--- src/rtl/alu_arbiter.sv ---
// Round-robin arbiter sharing one external combinational ALU between two requesters.
// Winner's operands are registered onto the ALU bus; the result returns on a one-deep valid/ready channel.
module alu_arbiter #(
    parameter int W  = 32,
    parameter int CW = 4
) (
    input  logic          CLK,
    input  logic          Reset_L,
    input  logic [1:0]    ReqValid,
    output logic [1:0]    ReqReady,
    input  logic [W-1:0]  ReqA0,
    input  logic [W-1:0]  ReqB0,
    input  logic [CW-1:0] ReqCtrl0,
    input  logic [W-1:0]  ReqA1,
    input  logic [W-1:0]  ReqB1,
    input  logic [CW-1:0] ReqCtrl1,
    output logic [W-1:0]  AluBusA,
    output logic [W-1:0]  AluBusB,
    output logic [CW-1:0] AluCtrl,
    input  logic [W-1:0]  AluBusW,
    input  logic          AluZero,
    output logic          RspValid,
    input  logic          RspReady,
    output logic          RspId,
    output logic [W-1:0]  RspData,
    output logic          RspZero,
    output logic          RspErr,
    output logic          Busy
);

    typedef enum logic [1:0] {IDLE = 2'd0, EXEC = 2'd1, RESP = 2'd2} state_t;

    state_t        state_q, state_d;
    logic          last_grant_q;
    logic          grant;
    logic          accept;
    logic [W-1:0]  bus_a_q, bus_b_q;
    logic [CW-1:0] ctrl_q;
    logic          err_q;
    logic          rsp_valid_q, rsp_id_q, rsp_zero_q, rsp_err_q;
    logic [W-1:0]  rsp_data_q;
    logic [CW-1:0] sel_ctrl;

    function automatic logic is_undef(input logic [CW-1:0] c);
        return (c == CW'(4'b0101)) || (c == CW'(4'b1111));
    endfunction

    // On a tie the requester that did not win last time goes first.
    always_comb begin
        grant = 1'b0;
        case (ReqValid)
            2'b01:   grant = 1'b0;
            2'b10:   grant = 1'b1;
            2'b11:   grant = ~last_grant_q;
            default: grant = 1'b0;
        endcase
    end

    assign sel_ctrl = grant ? ReqCtrl1 : ReqCtrl0;

    always_comb begin
        state_d  = state_q;
        ReqReady = 2'b00;
        accept   = 1'b0;
        case (state_q)
            IDLE: begin
                if (|ReqValid) begin
                    ReqReady = grant ? 2'b10 : 2'b01;
                    accept   = 1'b1;
                    state_d  = EXEC;
                end
            end
            EXEC:    state_d = RESP;
            RESP:    if (RspReady) state_d = IDLE;
            default: state_d = IDLE;
        endcase
    end

    always_ff @(posedge CLK or negedge Reset_L) begin
        if (!Reset_L) state_q <= IDLE;
        else          state_q <= state_d;
    end

    always_ff @(posedge CLK or negedge Reset_L) begin
        if (!Reset_L) begin
            last_grant_q <= 1'b1;
            bus_a_q      <= '0;
            bus_b_q      <= '0;
            ctrl_q       <= '0;
            err_q        <= 1'b0;
            rsp_valid_q  <= 1'b0;
            rsp_id_q     <= 1'b0;
            rsp_data_q   <= '0;
            rsp_zero_q   <= 1'b0;
            rsp_err_q    <= 1'b0;
        end else begin
            if (accept) begin
                bus_a_q      <= grant ? ReqA1 : ReqA0;
                bus_b_q      <= grant ? ReqB1 : ReqB0;
                ctrl_q       <= sel_ctrl;
                err_q        <= is_undef(sel_ctrl);
                rsp_id_q     <= grant;
                last_grant_q <= grant;
            end
            if (state_q == EXEC) begin
                rsp_data_q  <= AluBusW;
                rsp_zero_q  <= AluZero;
                rsp_err_q   <= err_q;
                rsp_valid_q <= 1'b1;
            end
            if (state_q == RESP && RspReady) begin
                rsp_valid_q <= 1'b0;
            end
        end
    end

    assign AluBusA  = bus_a_q;
    assign AluBusB  = bus_b_q;
    assign AluCtrl  = ctrl_q;
    assign RspValid = rsp_valid_q;
    assign RspId    = rsp_id_q;
    assign RspData  = rsp_data_q;
    assign RspZero  = rsp_zero_q;
    assign RspErr   = rsp_err_q;
    assign Busy     = (state_q != IDLE);

endmodule
--- config.mk ---
export PLATFORM = sky130hd
export DESIGN_NAME = alu_arbiter
export DESIGN_NICKNAME = d
export VERILOG_FILES = /design/src/rtl/alu_arbiter.sv
export SDC_FILE = /design/constraint.sdc
export NUM_CORES = 1
export LEC_CHECK = 0
export ABC_CLOCK_PERIOD_IN_PS = 2100
export CORE_MARGIN = 5
export CORE_UTILIZATION = 37
export DETAILED_ROUTE_END_ITERATION = 8
export HOLD_SLACK_MARGIN = 0.02
export PLACE_DENSITY = 0.84
export SETUP_SLACK_MARGIN = 0.4
export SYNTH_ARGS = -nofsm -noshare
export SYNTH_HDL_FRONTEND = slang
export SYNTH_SLANG_ARGS = --single-unit
--- constraint.sdc ---
create_clock -name CLK -period 2.1 [get_ports CLK]
set_input_delay 0.315 -clock CLK [delete_from_list [all_inputs] [get_ports CLK]]
set_output_delay 0.315 -clock CLK [all_outputs]
set_load 0.01 [all_outputs]
### Placed standard cells, run 1

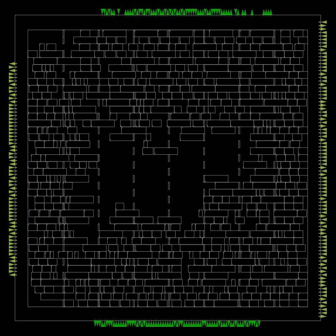
flip-flops: 108
Tapcell Cnt: 147
core utilization of the finished layout: 64.7%
count of standard-cell rows: 40
sequential share of cell area: 35.0%

### Sequential cells colored by netlist name, run 1

Other sequential cells in the stronger gray, the rest of the logic in the fainter gray.
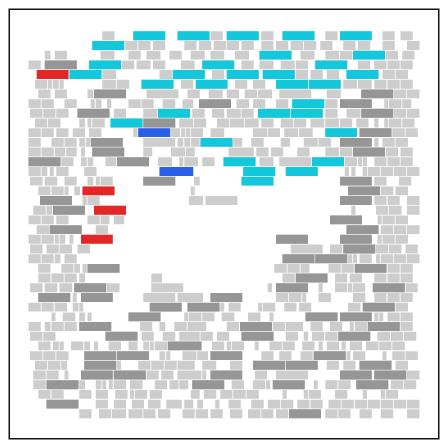
legend:
  state_q:
    color: blue
    placed_flops: 2
  RspData:
    color: cyan
    placed_flops: 32
  AluCtrl:
    color: red
    placed_flops: 4
    where: middle left

### Met4 routing, run 1

Scale bar: 20 um. Supply wires on this layer in gray.
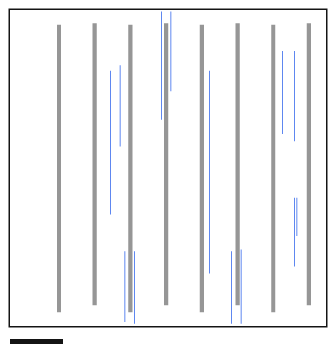
longest straight run: 76.8 um
wire length on this layer: 447 um
main direction: vertical
Detailed Route WL: 14,900 um
via total after detailed routing: 3,958

### Clock network drawn from the DEF, run 1

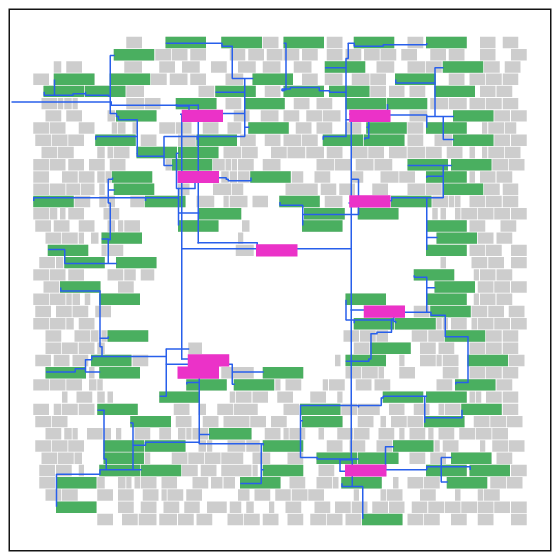
legend:
  cells driving clock nets:
    color: magenta
    count: 9
  clock wires:
    color: blue
    length: 1,210 um
  flip-flops:
    color: green
    count: 108
flops lie: all over the die
routed clock nets: 10
total clock network power: 0.00158 W
Layout Skew: 11.4 ps
clock network power share: 14.7%
insertion delay to the later sink of the worst-skew pair: 340 ps

==> out/writeup.txt, run 1 <==
The run finished with clean final reports. 0 antenna diodes ended up in the layout. Following the worst setup path forward leads to its endpoint at ReqReady[0]. The biggest area contributor in the post-synthesis netlist is sky130_fd_sc_hd__dfrtp_1. The initial antenna violation count was 0; the worst setup slack after placement was 29.9 ps. Clock tree synthesis inserted a total of 9 buffers. The run gives 14 as the total of cells resized after clock tree synthesis. In this run the tools logged warnings totalling 27. The run gives 12.7 um2 for the mean instance size in the synthesized netlist. Ranked by total cell area, the synthesized netlist is headed by sky130_fd_sc_hd__dfrtp_1, sky130_fd_sc_hd__a222oi_1, sky130_fd_sc_hd__mux2_2.

For the count of hold-fix buffers inserted at cts, the log shows 1. Per the detail_route log, met3 wirelength is 1300 um. The power per cell area was 1390 nW/um2; the arrival time at the worst endpoint was 1340 ps. The worst slew slack as a fraction of its limit is 68.3%, and the maximum fanout encountered on the critical timing path is 3. For the tally of unique sky130hd cells used after synthesis, the log shows 25.

For this sky-water flow run, the detailed-routed wirelength per cell is reported as 19.1 um. The post-layout instance area was 7730 um2. Across all hold checks on the routed design, the worst slack comes to 401 ps. Relative contribution of sequential cells to total power: 34.8%. The number of global-route vias before repair was 4,251.

Warnings reported by Yosys during synthesis add up to 0. In the final report, the number of endpoints failing setup comes to 0. The highest metal layer carrying signal wires in the routed design is met4. According to the floorplan report, the die width is 120 um.

The run gives 37.5% for the initial cell density of the core. Launch instance of the worst register-to-register path: last_grant_q. The time the worst path needs with I/O delays and setup was 1660 ps.

The critical path is of the reg -> out type. The number of instances in the placed design was 763. The largest individual stage delay along the critical path comes from the cell sky130_fd_sc_hd__dfstp_2. The net switching fraction of the power was 34.0%; the core box area was 12,000 um2. The run gives 11,500 um as the placed wire-length estimate after detailed placement. The run gives 4490 um2 for the area of the mapped netlist.
-- run 1: cell usage after synthesis (all sizes together) --
| cell type | count |
|---|---|
| dfrtp | 107 |
| a21boi | 1 |
| inv | 46 |
| a21oi | 1 |
| nor2b | 1 |
| nor2 | 3 |
| and2 | 1 |
| buf | 19 |
| mux2i | 24 |
| a222oi | 43 |
| xnor2 | 2 |
| mux2 | 34 |
| nand2 | 25 |
| and3 | 1 |
| nand2b | 1 |
| clkbuf | 8 |
| a22o | 2 |
| nand3 | 1 |
| o21ai | 27 |
| dfstp | 1 |
| a21o | 4 |
-- run 1: final cells by class --
class,instances,share of cell area [%]
timing repair buffer,294,38.1
sequential,108,35.0
multi-input combinational,171,18.7
clock buffer,10,3.09
tap,147,2.38
inverter,46,2.23
clock inverter,5,0.469
==> inputs of run 2 (changes only) <==
ABC_CLOCK_PERIOD_IN_PS = 1400   (was 2100)
CORE_UTILIZATION = 33   (was 37)
PLACE_DENSITY = 0.79   (was 0.84)
clock period = 1.4 ns   (was 2.1 ns; I/O delays follow)
### Placed standard cells, run 2

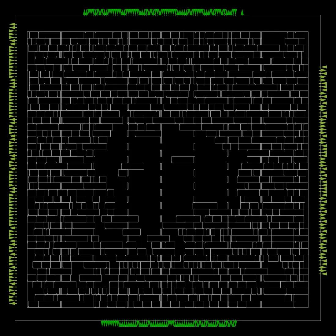
sequential share of cell area: 30.4%
Tapcell Cnt: 176
count of standard-cell rows: 42

### Sequential cells colored by netlist name, run 2

Other sequential cells in the stronger gray, the rest of the logic in the fainter gray.
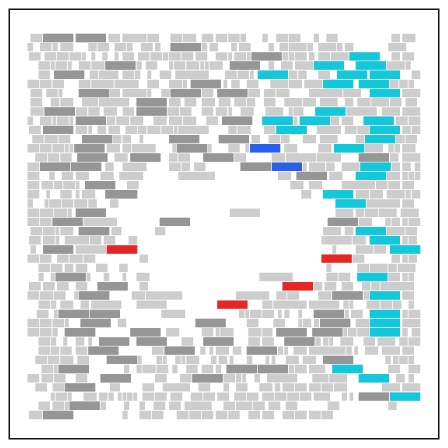
legend:
  RspData:
    color: cyan
    placed_flops: 32
  AluCtrl:
    color: red
    placed_flops: 4
  state_q:
    color: blue
    placed_flops: 2
not colored: 70

==> run 2 against run 1 <==
Compared with the run above:
- the flow now finishes with violations (negative setup slack)
- via count grew 12%
- first-iteration DRC count grew 37%
- global-route usage shrank 0.15 points
- non-clock buffer count grew 96
- largest power group unchanged
==> out/writeup.txt, run 2 <==
The proportion of synthesized area in mux cells was 13.9% (unchanged). The number of global-route vias before repair was 4,642 (was 4,251). The layout overhead on the synthesized area came out at 98.2% (was 72.4%). The vias per cell was 4.88 (was 5.07); the post-synthesis compound-gate area fraction was 14.0% (unchanged). With the final number of hold-violating endpoints at 0 (unchanged), the H-tree level count is 3 (unchanged).

Most numerous cell types in the synthesized netlist: sky130_fd_sc_hd__dfrtp_1, sky130_fd_sc_hd__inv_1, sky130_fd_sc_hd__a222oi_1, sky130_fd_sc_hd__mux2_2, sky130_fd_sc_hd__o21ai_0 (unchanged). Utilization after layout: 66.9% (was 64.7%). Leading post-synthesis cells by cell area: sky130_fd_sc_hd__dfrtp_1, sky130_fd_sc_hd__a222oi_1, sky130_fd_sc_hd__mux2_2 (unchanged). The worst path needs 1660 ps of the cycle, external delays included. The logs give 25,300 um (was 22,800 um) for the global-route wire length before repair and 4,416 (was 3,958) for the total number of vias. Cell with the most instances after synthesis: sky130_fd_sc_hd__dfrtp_1 (unchanged). The total number of warnings across the stage logs was 29 (was 27); the total global-route track usage was 20.0% (was 20.1%).

The run gives 0 (unchanged) for the antenna cell count. The launch point of the critical path is last_grant_q (unchanged). The logs give 9 (unchanged) for the total CTS buffers and 102 (was 0) for the final-report setup violation count.

The checks that failed: negative setup slack. The critical path class was reg -> reg (was reg -> out). The tools report the post-layout instance area as 8890 um2 (was 7730 um2).

The post-synthesis instance total was 352 (unchanged). Relative contribution of sequential cells to total power: 29.2% (was 34.8%). X dimension of the die: 127 um (was 120 um). The number of buffer and inverter stages on the critical path was 4 (was 1); the tally of non-filler cells in the final layout was 905 (was 781). The logs give 0.800 (was 0.847) for the weighted congestion reported at the end of routability-driven placement and 806 (was 763) for the number of instances in the placed design.

The number of buffers added on ports was 280 (unchanged). The tools report the end of the critical path as AluBusA[2] (was ReqReady[0]). Floorplan net count: 526 (unchanged).

The run gives 33.3% (was 34.0%) for the net switching fraction of the power. The run gives 14.5% (was 14.7%) as the clock network fraction of design power. The tools report the clock latency at the later pin of the worst-skew pair as 350 ps (was 340 ps). The number of nets in the layout was 900 (was 804); the power dissipated in the clock network was 0.00285 W (was 0.00158 W). With the combinational share of power at 56.3% (was 50.5%), the boundary pin count is 281 (unchanged). The run gives 6.66 ps (was 11.4 ps) for the worst setup skew after layout. The initial antenna violation count is 0 (unchanged). For this run, the top clock speed supported by timing is 603 MHz. Terminus of the critical flop-to-flop path: AluBusA[2] (was err_q). The flow ran to the end, but the final reports show violations. The run gives 33.7% (was 37.5%) for the initial cell density of the core. The count of hold-fix buffers inserted at cts was 1 (unchanged). The buffer count from post-CTS setup fixing was 45 (was 2). The count of library flops with an enable pin is 0 (unchanged). The worst hold margin was 299 ps (was 401 ps).

The main flop type was sky130_fd_sc_hd__dfrtp_1 (unchanged). The launch instance of the worst register-to-register path was last_grant_q (unchanged). Cell type with the largest total area: sky130_fd_sc_hd__dfrtp_1 (unchanged).

The mean instance size in the synthesized netlist works out to 12.7 um2 (unchanged). Power per cell area: 2200 nW/um2 (was 1390 nW/um2). The chip height works out to 127 um (was 120 um). The area of the mapped netlist is 4490 um2 (unchanged). The run gives 1880 ps (was 1340 ps) as the arrival time at the worst endpoint. For the total wirelength of the detailed-routed design, the log shows 17,100 um (was 14,900 um). The run gives 1620 ps (was 1780 ps) as the required arrival time at the worst endpoint. The wire length per cell after detailed routing is 18.9 um (was 19.1 um). The total of cells resized after clock tree synthesis was 508 (was 14). Clock-pin slew on the worst setup and hold paths: 70 ps (about the same).

The dominant power group was combinational logic (unchanged). With the placed wire-length estimate after detailed placement at 11,500 um (about the same), the number of warnings printed during yosys synthesis is 0 (unchanged). For the core box area, the log shows 13,300 um2 (was 12,000 um2). The library cell contributing the largest single delay on the critical path was sky130_fd_sc_hd__dfstp_2 (unchanged). The tools report the worst path setup slack after routing as -257 ps (was 442 ps). The run gives 25 (unchanged) as the tally of unique sky130hd cells used after synthesis. The run gives 100% (unchanged) for the fraction of registers with async set/reset. The class of the most critical hold timing path was in -> async (unchanged).

With the worst setup slack after placement at -521 ps (was 29.9 ps), the violation tally from detailed-route iteration zero is 394 (was 288). The maximum fanout encountered on the critical timing path came out at 9 (was 3). The run gives 78.2% (was 68.3%) for the worst slew slack as a fraction of its limit. The tools report the power dissipated in sequential cells as 0.00572 W (was 0.00373 W).
[run 2: netlist changes by cell type in the layout (fill, tap and decap cells not counted), moves of 26 or more]
cell / change
sky130_fd_sc_hd__buf_6: +65
sky130_fd_sc_hd__o21ai_0: -26
sky130_fd_sc_hd__clkdlybuf4s50_1: -103
sky130_fd_sc_hd__mux2_4: +34
sky130_fd_sc_hd__mux2_2: -34
sky130_fd_sc_hd__buf_2: +57
sky130_fd_sc_hd__buf_4: +60
[run 2: final cells by class]
cell class	count	share of cell area, %
timing repair buffer	390	43.0
sequential	108	30.4
multi-input combinational	171	18.5
clock buffer	9	2.53
tap	176	2.48
inverter	46	1.94
clock inverter	5	1.15
[run 2: per-layer routing]
layer,share of wire [%],GRT usage [%]
met1,37,22.2
met2,52,35.6
met3,9.1,7.40
met4,2.5,6.18
met5,0,0
==> inputs of run 3 (changes only) <==
HOLD_SLACK_MARGIN = 0.03   (was 0.02)
==> run 3 against run 2 <==
Compared with the run above:
- the run still ends with negative setup slack left
- die size is the same
- global-route usage is the same
- power unchanged
- via count did not move
- setup slack is the same
- largest power group unchanged
==> out/writeup.txt, run 3 <==
The placed wire-length estimate after detailed placement is 11,500 um (unchanged). The top layer reached by signal wires is met4 (unchanged). For the total of cells resized after clock tree synthesis, the log shows 508 (unchanged).

The count of library flops with an enable pin was 0 (unchanged); the relative contribution of sequential cells to total power was 29.2% (about the same). Critical path class: reg -> reg (unchanged). End of the critical path: AluBusA[2] (unchanged). The dominant power group was combinational logic (unchanged).

The run gives 13.9% (unchanged) for the proportion of synthesized area in mux cells. The area of the mapped netlist came out at 4490 um2 (unchanged). For the number of rows in the core area, the log shows 42 (unchanged).

The launch instance of the worst register-to-register path was last_grant_q (unchanged). The run gives 526 (unchanged) for the floorplan net count. The run gives 905 (unchanged) for the tally of non-filler cells in the final layout. With the power per cell area at 2200 nW/um2 (unchanged), the clock-pin slew on the worst setup and hold paths is 70 ps (about the same). The number of clock buffer instances in the layout is 9 (unchanged). Layer with the highest usage after global routing: met2 (unchanged).

For the post-layout instance area, the log shows 8890 um2 (unchanged). The run gives 4.88 (unchanged) for the vias per cell. For the required arrival time at the worst endpoint, the log shows 1620 ps (about the same).

With the power dissipated in sequential cells at 0.00572 W (about the same), the final-report setup violation count is 102 (unchanged). The time the worst path needs with I/O delays and setup was 1660 ps (unchanged); the total number of warnings across the stage logs was 29 (unchanged). The class of the most critical hold timing path was in -> async (unchanged).

The total number of sequential cells came out at 108 (unchanged). The number of nets in the layout was 900 (unchanged). The initial antenna violation count came out at 0 (unchanged). X dimension of the die: 127 um (unchanged). Count of buffers not belonging to the clock network in the layout: 390 (unchanged). The run gives 3 (unchanged) for the H-tree level count. The largest cell class by area is non-clock buffers (unchanged). The flow ran to the end, but the final reports show violations. Most frequently placed logic cells in the final layout: sky130_fd_sc_hd__clkdlybuf4s50_1, sky130_fd_sc_hd__dfrtp_1, sky130_fd_sc_hd__buf_6, sky130_fd_sc_hd__buf_4, sky130_fd_sc_hd__buf_2 (unchanged). The number of warnings printed during yosys synthesis is 0 (unchanged). Main flop type: sky130_fd_sc_hd__dfrtp_1 (unchanged). With the mean instance size in the synthesized netlist at 12.7 um2 (unchanged), the buffer count from post-CTS setup fixing is 45 (unchanged). The net switching fraction of the power is 33.3% (unchanged), and the antenna cell count is 0 (unchanged). The flop share of the area came out at 30.4% (unchanged). The run gives 7.40% (unchanged) for the met3 track demand over resource in global routing.

The global-route wire length before repair came out at 25,300 um (unchanged). The worst slew slack as a fraction of its limit is 78.2% (unchanged), and the met1 global-route usage is 22.2% (unchanged). For the initial cell density of the core, the log shows 33.7% (unchanged). The run gives 66.9% (unchanged) as the utilization after layout. The terminus of the critical flop-to-flop path was AluBusA[2] (unchanged). Most numerous cell types in the synthesized netlist: sky130_fd_sc_hd__dfrtp_1, sky130_fd_sc_hd__inv_1, sky130_fd_sc_hd__a222oi_1, sky130_fd_sc_hd__mux2_2, sky130_fd_sc_hd__o21ai_0 (unchanged).

The combinational share of power was 56.3% (about the same). Fraction of cell area in non-clock buffers: 43.0% (unchanged). The number of buffers added on ports is 280 (unchanged).

The post-synthesis compound-gate area fraction is 14.0% (unchanged). With the routed metal-1 wirelength at 6270 um (unchanged), the maximum fanout encountered on the critical timing path is 9 (unchanged). The run gives -257 ps (unchanged) for the worst path setup slack after routing. Core box area: 13,300 um2 (unchanged). The logs give 352 (unchanged) for the post-synthesis instance total and 4,642 (unchanged) for the number of global-route vias before repair. Failing checks: negative setup slack (unchanged). The run gives 17,100 um (unchanged) as the total wirelength of the detailed-routed design. The run gives 806 (unchanged) as the number of instances in the placed design. Launch point of the critical path: last_grant_q (unchanged). The count of hold-fix buffers inserted at cts is 1 (unchanged), and the worst hold margin is 299 ps (unchanged). Multi-input gate share of the layout cell area: 18.5% (unchanged). The violation tally from detailed-route iteration zero came out at 394 (unchanged). The cell type with the largest total area was sky130_fd_sc_hd__dfrtp_1 (unchanged). The non-clock inverter instance count of the final layout is 46 (unchanged). Leading post-synthesis cells by cell area: sky130_fd_sc_hd__dfrtp_1, sky130_fd_sc_hd__a222oi_1, sky130_fd_sc_hd__mux2_2 (unchanged). For the worst setup skew after layout, the log shows 6.66 ps (unchanged).

The final number of hold-violating endpoints is 0 (unchanged), and the wire length on met2 is 8830 um (unchanged). The run gives 9 (unchanged) as the total CTS buffers. The multi-input combinational cell count is 171 (unchanged). The wire length per cell after detailed routing came out at 18.9 um (unchanged).

The tools report the global-route met2 utilization as 35.6% (unchanged). Cell with the most instances after synthesis: sky130_fd_sc_hd__dfrtp_1 (unchanged). With the largest net degree at the start of global routing at 51 (unchanged), the total number of vias is 4,416 (unchanged). The worst setup slack after placement is -521 ps (unchanged). With the number of well taps at 176 (unchanged), the layout overhead on the synthesized area is 98.2% (unchanged). With the total global-route track usage at 20.0% (unchanged), the clock network fraction of design power is 14.5% (about the same).
run 3: cell families (layout without fill, tap and decap cells):
family / Yosys count / count (layout)
buffers and inverters: 73 / 450
multiplexers: 58 / 58
flip-flops: 108 / 108
XOR/XNOR: 2 / 2
AND-OR/OR-AND: 78 / 78
AND/OR/NAND/NOR: 33 / 33
run 3: worst max-delay path, cell delays in order, from the launching register on:
cell and delay [ps]:
sky130_fd_sc_hd__dfstp_2 550, sky130_fd_sc_hd__buf_6 110, sky130_fd_sc_hd__a21boi_4 50, sky130_fd_sc_hd__and2_4 160, sky130_fd_sc_hd__buf_12 150, sky130_fd_sc_hd__buf_12 140, sky130_fd_sc_hd__a222oi_1 270, sky130_fd_sc_hd__inv_1 100
### Clock network drawn from the DEF, run 3

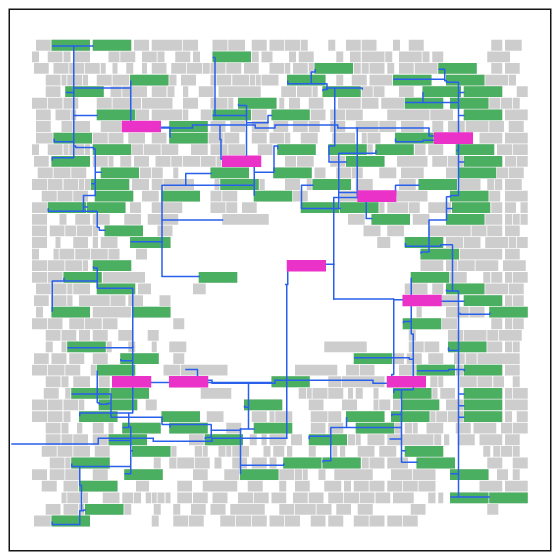
legend:
  cells driving clock nets:
    color: magenta
    count: 9
  clock wires:
    color: blue
    length: 1,350 um
  flip-flops:
    color: green
    count: 108
routed clock nets: 10
flops lie: all over the die
insertion delay to the later sink of the worst-skew pair: 350 ps
total clock network power: 0.00285 W

### Wiring heat map, run 3

Scale bar: 50 um. The die is cut into 25 by 25 equal tiles; dark purple is low, yellow is high, scaled to the fullest tile. Values are wire area over tile area, all layers added.
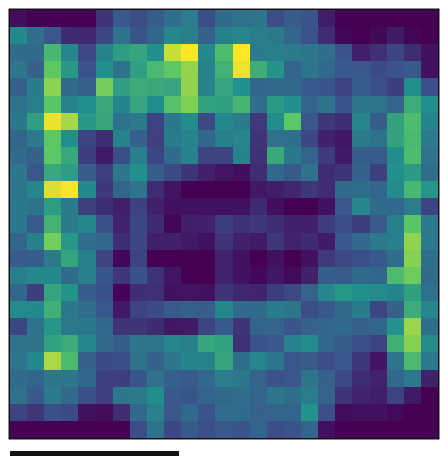
fullest tile: 0.56
emptiest ninth of the die: center
mean over tiles: 0.18

Power is estimated from default activity; no workload was simulated.
